<file path="src/rtl/fft_stage_ctrl_if.sv">
// Control bundle between fft_stage_ctrl, its address generator and the data RAM.
// With FFT_STAGE_CTRL_ABORT_EN defined the bundle also carries the abort input.
`ifndef LOG_N
`define LOG_N 4
`endif
`ifndef AGU_MODE_WIDTH
`define AGU_MODE_WIDTH 2
`endif

interface fft_stage_ctrl_if #(
   parameter int LOG_N  = `LOG_N,
   parameter int MODE_W = `AGU_MODE_WIDTH
);
   logic              start;
   logic              ifft;
   logic [LOG_N-1:0]  xOpCount;
   logic              x_we_ram;
`ifdef FFT_STAGE_CTRL_ABORT_EN
   logic              abort;
`endif
   logic              c_agu_start;
   logic              agu_reset;
   logic [MODE_W-1:0] c_mode;
   logic              outputEnable;
   logic              controlIFFT;
   logic [LOG_N-1:0]  stage;
   logic              ram_we;
   logic              busy;
   logic              done;

`ifdef FFT_STAGE_CTRL_ABORT_EN
   modport master (output start, ifft, xOpCount, x_we_ram, abort,
                   input  c_agu_start, agu_reset, c_mode, outputEnable,
                          controlIFFT, stage, ram_we, busy, done);
   modport slave  (input  start, ifft, xOpCount, x_we_ram, abort,
                   output c_agu_start, agu_reset, c_mode, outputEnable,
                          controlIFFT, stage, ram_we, busy, done);
`else
   modport master (output start, ifft, xOpCount, x_we_ram,
                   input  c_agu_start, agu_reset, c_mode, outputEnable,
                          controlIFFT, stage, ram_we, busy, done);
   modport slave  (input  start, ifft, xOpCount, x_we_ram,
                   output c_agu_start, agu_reset, c_mode, outputEnable,
                          controlIFFT, stage, ram_we, busy, done);
`endif
endinterface

</file>
<file path="src/rtl/fft_stage_ctrl.sv">
// Sequences the LOG_N butterfly stages of one FFT/IFFT pass over the address generator.
// FFT_STAGE_CTRL_ABORT_EN adds an abort input that returns the FSM to IDLE.
`ifndef NO_OF_POINTS
`define NO_OF_POINTS 16
`endif
`ifndef LOG_N
`define LOG_N 4
`endif
`ifndef AGU_MODE_WIDTH
`define AGU_MODE_WIDTH 2
`endif
`ifndef AGU_MODE_OP_RAM
`define AGU_MODE_OP_RAM 0
`endif
`ifndef AGU_MODE_BF_RAM
`define AGU_MODE_BF_RAM 1
`endif

module fft_stage_ctrl #(
   parameter int NO_OF_POINTS = `NO_OF_POINTS,
   parameter int LOG_N        = `LOG_N
) (
   input  logic       controlPulse,
   input  logic       reset_n,
   fft_stage_ctrl_if.slave bus
);
   localparam int               MW         = `AGU_MODE_WIDTH;
   localparam logic [MW-1:0]    MODE_OP    = MW'(`AGU_MODE_OP_RAM);
   localparam logic [MW-1:0]    MODE_BF    = MW'(`AGU_MODE_BF_RAM);
   localparam logic [LOG_N-1:0] LAST_OP    = LOG_N'(NO_OF_POINTS/2 - 1);
   localparam logic [LOG_N-1:0] LAST_STAGE = LOG_N'(LOG_N - 1);

   typedef enum logic [2:0] {IDLE, ARM, LAUNCH, RUN, DRAIN, FINISH} state_t;

   state_t           state, state_nxt;
   logic [LOG_N-1:0] op_prev;
   logic [LOG_N-1:0] stage_q;
   logic [2:0]       drain_cnt;
   logic             ctl_ifft;
   logic             wrap, last_stage, abort_req;

   // A stage ends when the butterfly counter rolls over from its top value to zero.
   assign wrap       = (state == RUN) && (op_prev == LAST_OP) && (bus.xOpCount == '0);
   assign last_stage = (stage_q == LAST_STAGE);

`ifdef FFT_STAGE_CTRL_ABORT_EN
   assign abort_req = bus.abort && (state inside {ARM, LAUNCH, RUN, DRAIN});
`else
   assign abort_req = 1'b0;
`endif

   always_ff @(posedge controlPulse or negedge reset_n) begin
      if (!reset_n) state <= IDLE;
      else          state <= state_nxt;
   end

   always_comb begin
      state_nxt = state;
      case (state)
         IDLE:    if (bus.start) state_nxt = ARM;
         ARM:     state_nxt = LAUNCH;
         LAUNCH:  state_nxt = RUN;
         RUN:     if (wrap && last_stage) state_nxt = DRAIN;
         DRAIN:   if (drain_cnt == 3'd0) state_nxt = FINISH;
         FINISH:  state_nxt = IDLE;
         default: state_nxt = IDLE;
      endcase
      if (abort_req) state_nxt = IDLE;
   end

   always_ff @(posedge controlPulse or negedge reset_n) begin
      if (!reset_n) begin
         op_prev   <= '0;
         stage_q   <= '0;
         drain_cnt <= 3'd0;
         ctl_ifft  <= 1'b0;
      end else begin
         op_prev <= bus.xOpCount;
         if (state == IDLE && bus.start) begin
            ctl_ifft <= bus.ifft;
            stage_q  <= '0;
         end
         if (wrap && !abort_req) begin
            if (!last_stage) stage_q   <= stage_q + 1'b1;
            else             drain_cnt <= 3'd7;
         end else if (state == DRAIN && drain_cnt != 3'd0) begin
            drain_cnt <= drain_cnt - 3'd1;
         end
      end
   end

   always_comb begin
      bus.agu_reset    = 1'b0;
      bus.c_agu_start  = 1'b0;
      bus.c_mode       = MODE_OP;
      bus.outputEnable = 1'b0;
      bus.busy         = 1'b1;
      bus.done         = 1'b0;
      case (state)
         IDLE: begin
            bus.agu_reset = 1'b1;
            bus.busy      = 1'b0;
         end
         ARM: begin
            bus.agu_reset = 1'b1;
            bus.c_mode    = MODE_BF;
         end
         LAUNCH: begin
            bus.c_agu_start  = 1'b1;
            bus.c_mode       = MODE_BF;
            bus.outputEnable = 1'b1;
         end
         RUN, DRAIN: begin
            bus.c_mode       = MODE_BF;
            bus.outputEnable = 1'b1;
         end
         FINISH: begin
            bus.agu_reset = 1'b1;
            bus.done      = 1'b1;
         end
         default: ;
      endcase
   end

   // Writes only pass while butterflies are live; an abort cycle kills the write.
   assign bus.ram_we      = bus.x_we_ram && (state == RUN || state == DRAIN) && !abort_req;
   assign bus.stage       = stage_q;
   assign bus.controlIFFT = ctl_ifft;
endmodule

</file>
<file path="src/flat_wrapper.sv">
// flat-port wrapper written by rule: the top's interface ports become plain ports
module fft_stage_ctrl_flat 
#(
   parameter int NO_OF_POINTS = `NO_OF_POINTS,
   parameter int LOG_N        = `LOG_N
)
  (controlPulse, reset_n, bus_start, bus_ifft, bus_xOpCount, bus_x_we_ram, bus_c_agu_start, bus_agu_reset, bus_c_mode, bus_outputEnable, bus_controlIFFT, bus_stage, bus_ram_we, bus_busy, bus_done);
  fft_stage_ctrl_if #(.LOG_N(LOG_N)) bus_i ();
  input  logic controlPulse;
  input  logic reset_n;
  input wire logic [$bits(bus_i.start)-1:0] bus_start;
  input wire logic [$bits(bus_i.ifft)-1:0] bus_ifft;
  input wire logic [$bits(bus_i.xOpCount)-1:0] bus_xOpCount;
  input wire logic [$bits(bus_i.x_we_ram)-1:0] bus_x_we_ram;
  output wire logic [$bits(bus_i.c_agu_start)-1:0] bus_c_agu_start;
  output wire logic [$bits(bus_i.agu_reset)-1:0] bus_agu_reset;
  output wire logic [$bits(bus_i.c_mode)-1:0] bus_c_mode;
  output wire logic [$bits(bus_i.outputEnable)-1:0] bus_outputEnable;
  output wire logic [$bits(bus_i.controlIFFT)-1:0] bus_controlIFFT;
  output wire logic [$bits(bus_i.stage)-1:0] bus_stage;
  output wire logic [$bits(bus_i.ram_we)-1:0] bus_ram_we;
  output wire logic [$bits(bus_i.busy)-1:0] bus_busy;
  output wire logic [$bits(bus_i.done)-1:0] bus_done;
  assign bus_i.start = bus_start;
  assign bus_i.ifft = bus_ifft;
  assign bus_i.xOpCount = bus_xOpCount;
  assign bus_i.x_we_ram = bus_x_we_ram;
  assign bus_c_agu_start = bus_i.c_agu_start;
  assign bus_agu_reset = bus_i.agu_reset;
  assign bus_c_mode = bus_i.c_mode;
  assign bus_outputEnable = bus_i.outputEnable;
  assign bus_controlIFFT = bus_i.controlIFFT;
  assign bus_stage = bus_i.stage;
  assign bus_ram_we = bus_i.ram_we;
  assign bus_busy = bus_i.busy;
  assign bus_done = bus_i.done;
  fft_stage_ctrl #(.NO_OF_POINTS(NO_OF_POINTS), .LOG_N(LOG_N)) u_core (.controlPulse(controlPulse), .reset_n(reset_n), .bus(bus_i));
endmodule
</file>
<file path="config.mk">
export PLATFORM = sky130hd
export DESIGN_NAME = fft_stage_ctrl_flat
export DESIGN_NICKNAME = d
export VERILOG_FILES = /design/src/rtl/fft_stage_ctrl_if.sv /design/src/rtl/fft_stage_ctrl.sv /design/src/flat_wrapper.sv
export SDC_FILE = /design/constraint.sdc
export NUM_CORES = 1
export LEC_CHECK = 0
export ABC_AREA = 1
export CAP_MARGIN = 30
export CORE_AREA = 4 4 70 53
export CTS_CLUSTER_SIZE = 28
export DETAILED_ROUTE_END_ITERATION = 8
export DIE_AREA = 0 0 74 57
export GPL_TIMING_DRIVEN = 0
export PLACE_DENSITY_LB_ADDON = 0.25
export SLEW_MARGIN = 15
export SYNTH_ARGS = -nofsm -noshare
export SYNTH_HDL_FRONTEND = slang
export SYNTH_SLANG_ARGS = --single-unit
</file>
<file path="constraint.sdc">
create_clock -name controlPulse -period 1.7 [get_ports controlPulse]
set_input_delay 0.34 -clock controlPulse [delete_from_list [all_inputs] [get_ports controlPulse]]
set_output_delay 0.34 -clock controlPulse [all_outputs]
set_load 0.05 [all_outputs]
</file>
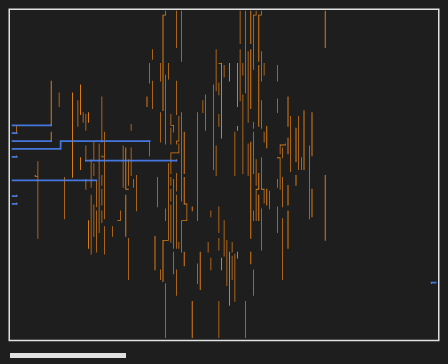
layers.png
The bar under the picture is 20 um long. Two of the layers only.
M3 -> blue  # wire length 72.0 um
M2 -> orange  # wire length 939 um
WL/cell: 11.3 um
DRT Wirelength: 2030 um

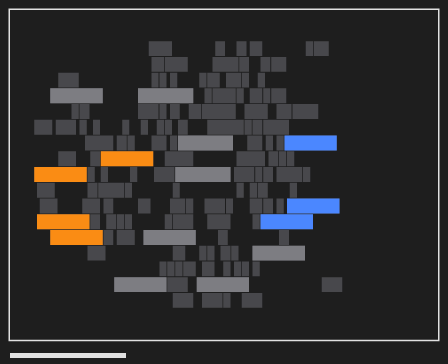
ff_map.png
The bar under the picture is 20 um long. Other sequential cells in the stronger gray, the rest of the logic in the fainter gray.
`u_core.bus.stage` -> orange  # placed flops 4, where west
`u_core.drain_cnt` -> blue  # placed flops 3
Seq area share: 30.7%
Final Util: 40.6%
sequential power: 569 uW

==> run summary <==
flow finished, numbers: mapped cell area between 800 and 900 sq um, Min-Delay Path Depth 2, Largest logic family simple AND/OR/NAND/NOR gates, Setup crit end bus_c_mode[0], status finished, final reports clean, Mux area share 0%, GR Util All Layers roughly 10%, WHS 0.483 ns, I/O Pins 22, critical path fanouts, max 5, multi-input logic area 450 sq um, Starting DRT DRC Count 33, WP data arrival 1.34 ns, RSZ-0062 raised after global routing true, DRT Pass-1 Iters 4, total gr overflow 0, design area 1230 sq um, Final HPWL DP 1550 um, Reg2Reg Depth 9, most frequent cells in the layout nand2_1 (27), inv_1 (13), nand3_1 (13), Clock Root Buffer clkbuf_8, Chip Footprint around 4200 sq um, worst path bufs/invs 3, die width around 74 um, Max transition margin a little over half, vias in the first global route a little under 800, crit-path cells inv_4 -> nand2_4 -> o22ai_2 -> inv_1 -> nand2_1 -> buf_6, placement-stage cell area between 1000 and 1500 sq um, initial antenna violation count 0, DRC Markers 0, synth-to-layout area growth 40.7%, yosys stat area 877 sq um, CP required approximately 1.4 ns, CTS tree yes, synth unique cells 25, AND-OR/OR-AND share of the synthesized area a little under 4%, Sequential Area between 300 and 400 sq um, first-pass GRT wire length roughly 3400 um, hold_sp u_core.bus.controlIFFT$_DFFE_PN0P_, # hold bufs at CTS 0, EDFF count, synth 0, Max Clock Freq slightly below 600 MHz, worst setup margin 0.0206 ns, Floorplan Nets approximately 120, Hold Path End u_core.bus.controlIFFT$_DFFE_PN0P_, average size of a mapped cell 7.83 sq um, area share, top type ~43%, Initial Util between 20 and 30%, Setup crit start u_core.state[2]$_DFFE_PN0P_, Dominant flop cell dfrtp_1, RD Place Congestion 0.805, r2r setup slk between 0.2 and 0.25 ns, Final setup viols 0, largest net degree at the start of global routing 16, Clock Tree Buf Depth 2, Slew @ Worst Pin 0.716 ns, Nets about 160, CTS buffer count 3
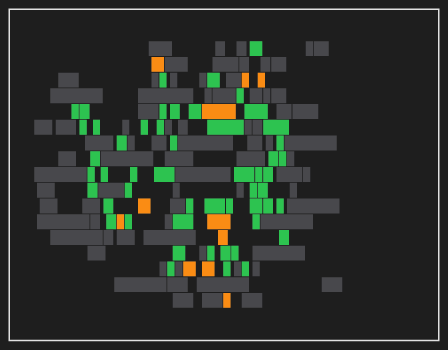
gates.png
nand cells -> green  # cells 52
nor cells -> orange  # cells 11
Comb/total area: 36.5%
Top cell excl fill/tap: nand2_1
Layout Cells excl Fill: 180

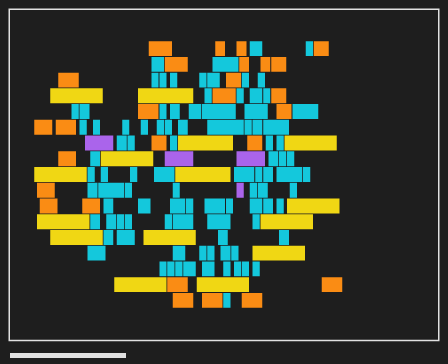
class_map.png
The bar under the picture is 20 um long.
remaining logic cells -> cyan  # cells 96, share of their area 45%
clock drivers and dummy loads -> purple  # cells 4, share of their area 3.8%
remaining buffers and delay cells -> orange  # cells 27, share of their area 19%
sequential cells -> yellow  # cells 15, share of their area 32%
Core ar.: 3040 sq um
Rows: 17

## cell usage after synthesis, types with 2 or more instances
master	number
nand2_1	31
dfrtp_1	15
inv_1	15
nand3_1	14
inv_2	6
nor2_1	5
ha_1	3
nand3_2	3
nor2_2	3
o21ai_1	2
## report_power, final
| part | internal (mW) | total, mW | leakage, nW | switching [mW] |
|---|---|---|---|---|
| clock | 0.166 | 0.292 | 0.0228 | 0.126 |
| sequential | 0.453 | 0.569 | 0.184 | 0.116 |
| combinational | 0.454 | 1.27 | 0.427 | 0.816 |
| total | 1.07 | 2.13 | 0.634 | 1.06 |
## through the flow
| step | instances | TNS [ns] |
|---|---|---|
| after global placement | 170 | -1.87 |
| after detailed placement | 170 | -1.95 |
| final | 180 | 0 |
| after CTS | 175 | 0 |
| after floorplan | 112 | 0 |
| after global routing | 180 | -0.0698 |
## metal layers
layer	routed length [um]	share of wire, %	up-vias	global-route usage, %
met2	939	46	11	15.9
met1	1020	50	371	13.9
li1	-	-	416	-
met4	0	0	0	0
met5	0	0	-	0
met3	71	3.5	0	4.40
## state kept, by name, summed over array words and instances, names as in the netlist
| register | flops |
|---|---|
| u_core.bus.controlIFFT | 1 |
| u_core.bus.stage | 4 |
| u_core.drain_cnt | 3 |
| u_core.op_prev | 4 |
| u_core.state | 3 |
## what timing repair did
| action | 4_1_cts | 5_1_grt |
|---|---|---|
| setup endpoints to repair | 12 | 5 |
| gates resized | 47 | 12 |
| pin swaps | 0 | 2 |
| setup buffers | 1 | 5 |
## layout make-up
type                    count  share of cell area [%]
flip-flops and latches     15                    30.7
plain buffers               1                   0.609
well taps                  38                    3.85
repair buffers             26                    18.1
multi-input cells          75                    36.5
inverters                  21                    6.59
clock buffers               4                    3.65
Power and IR drop assume default switching activity.
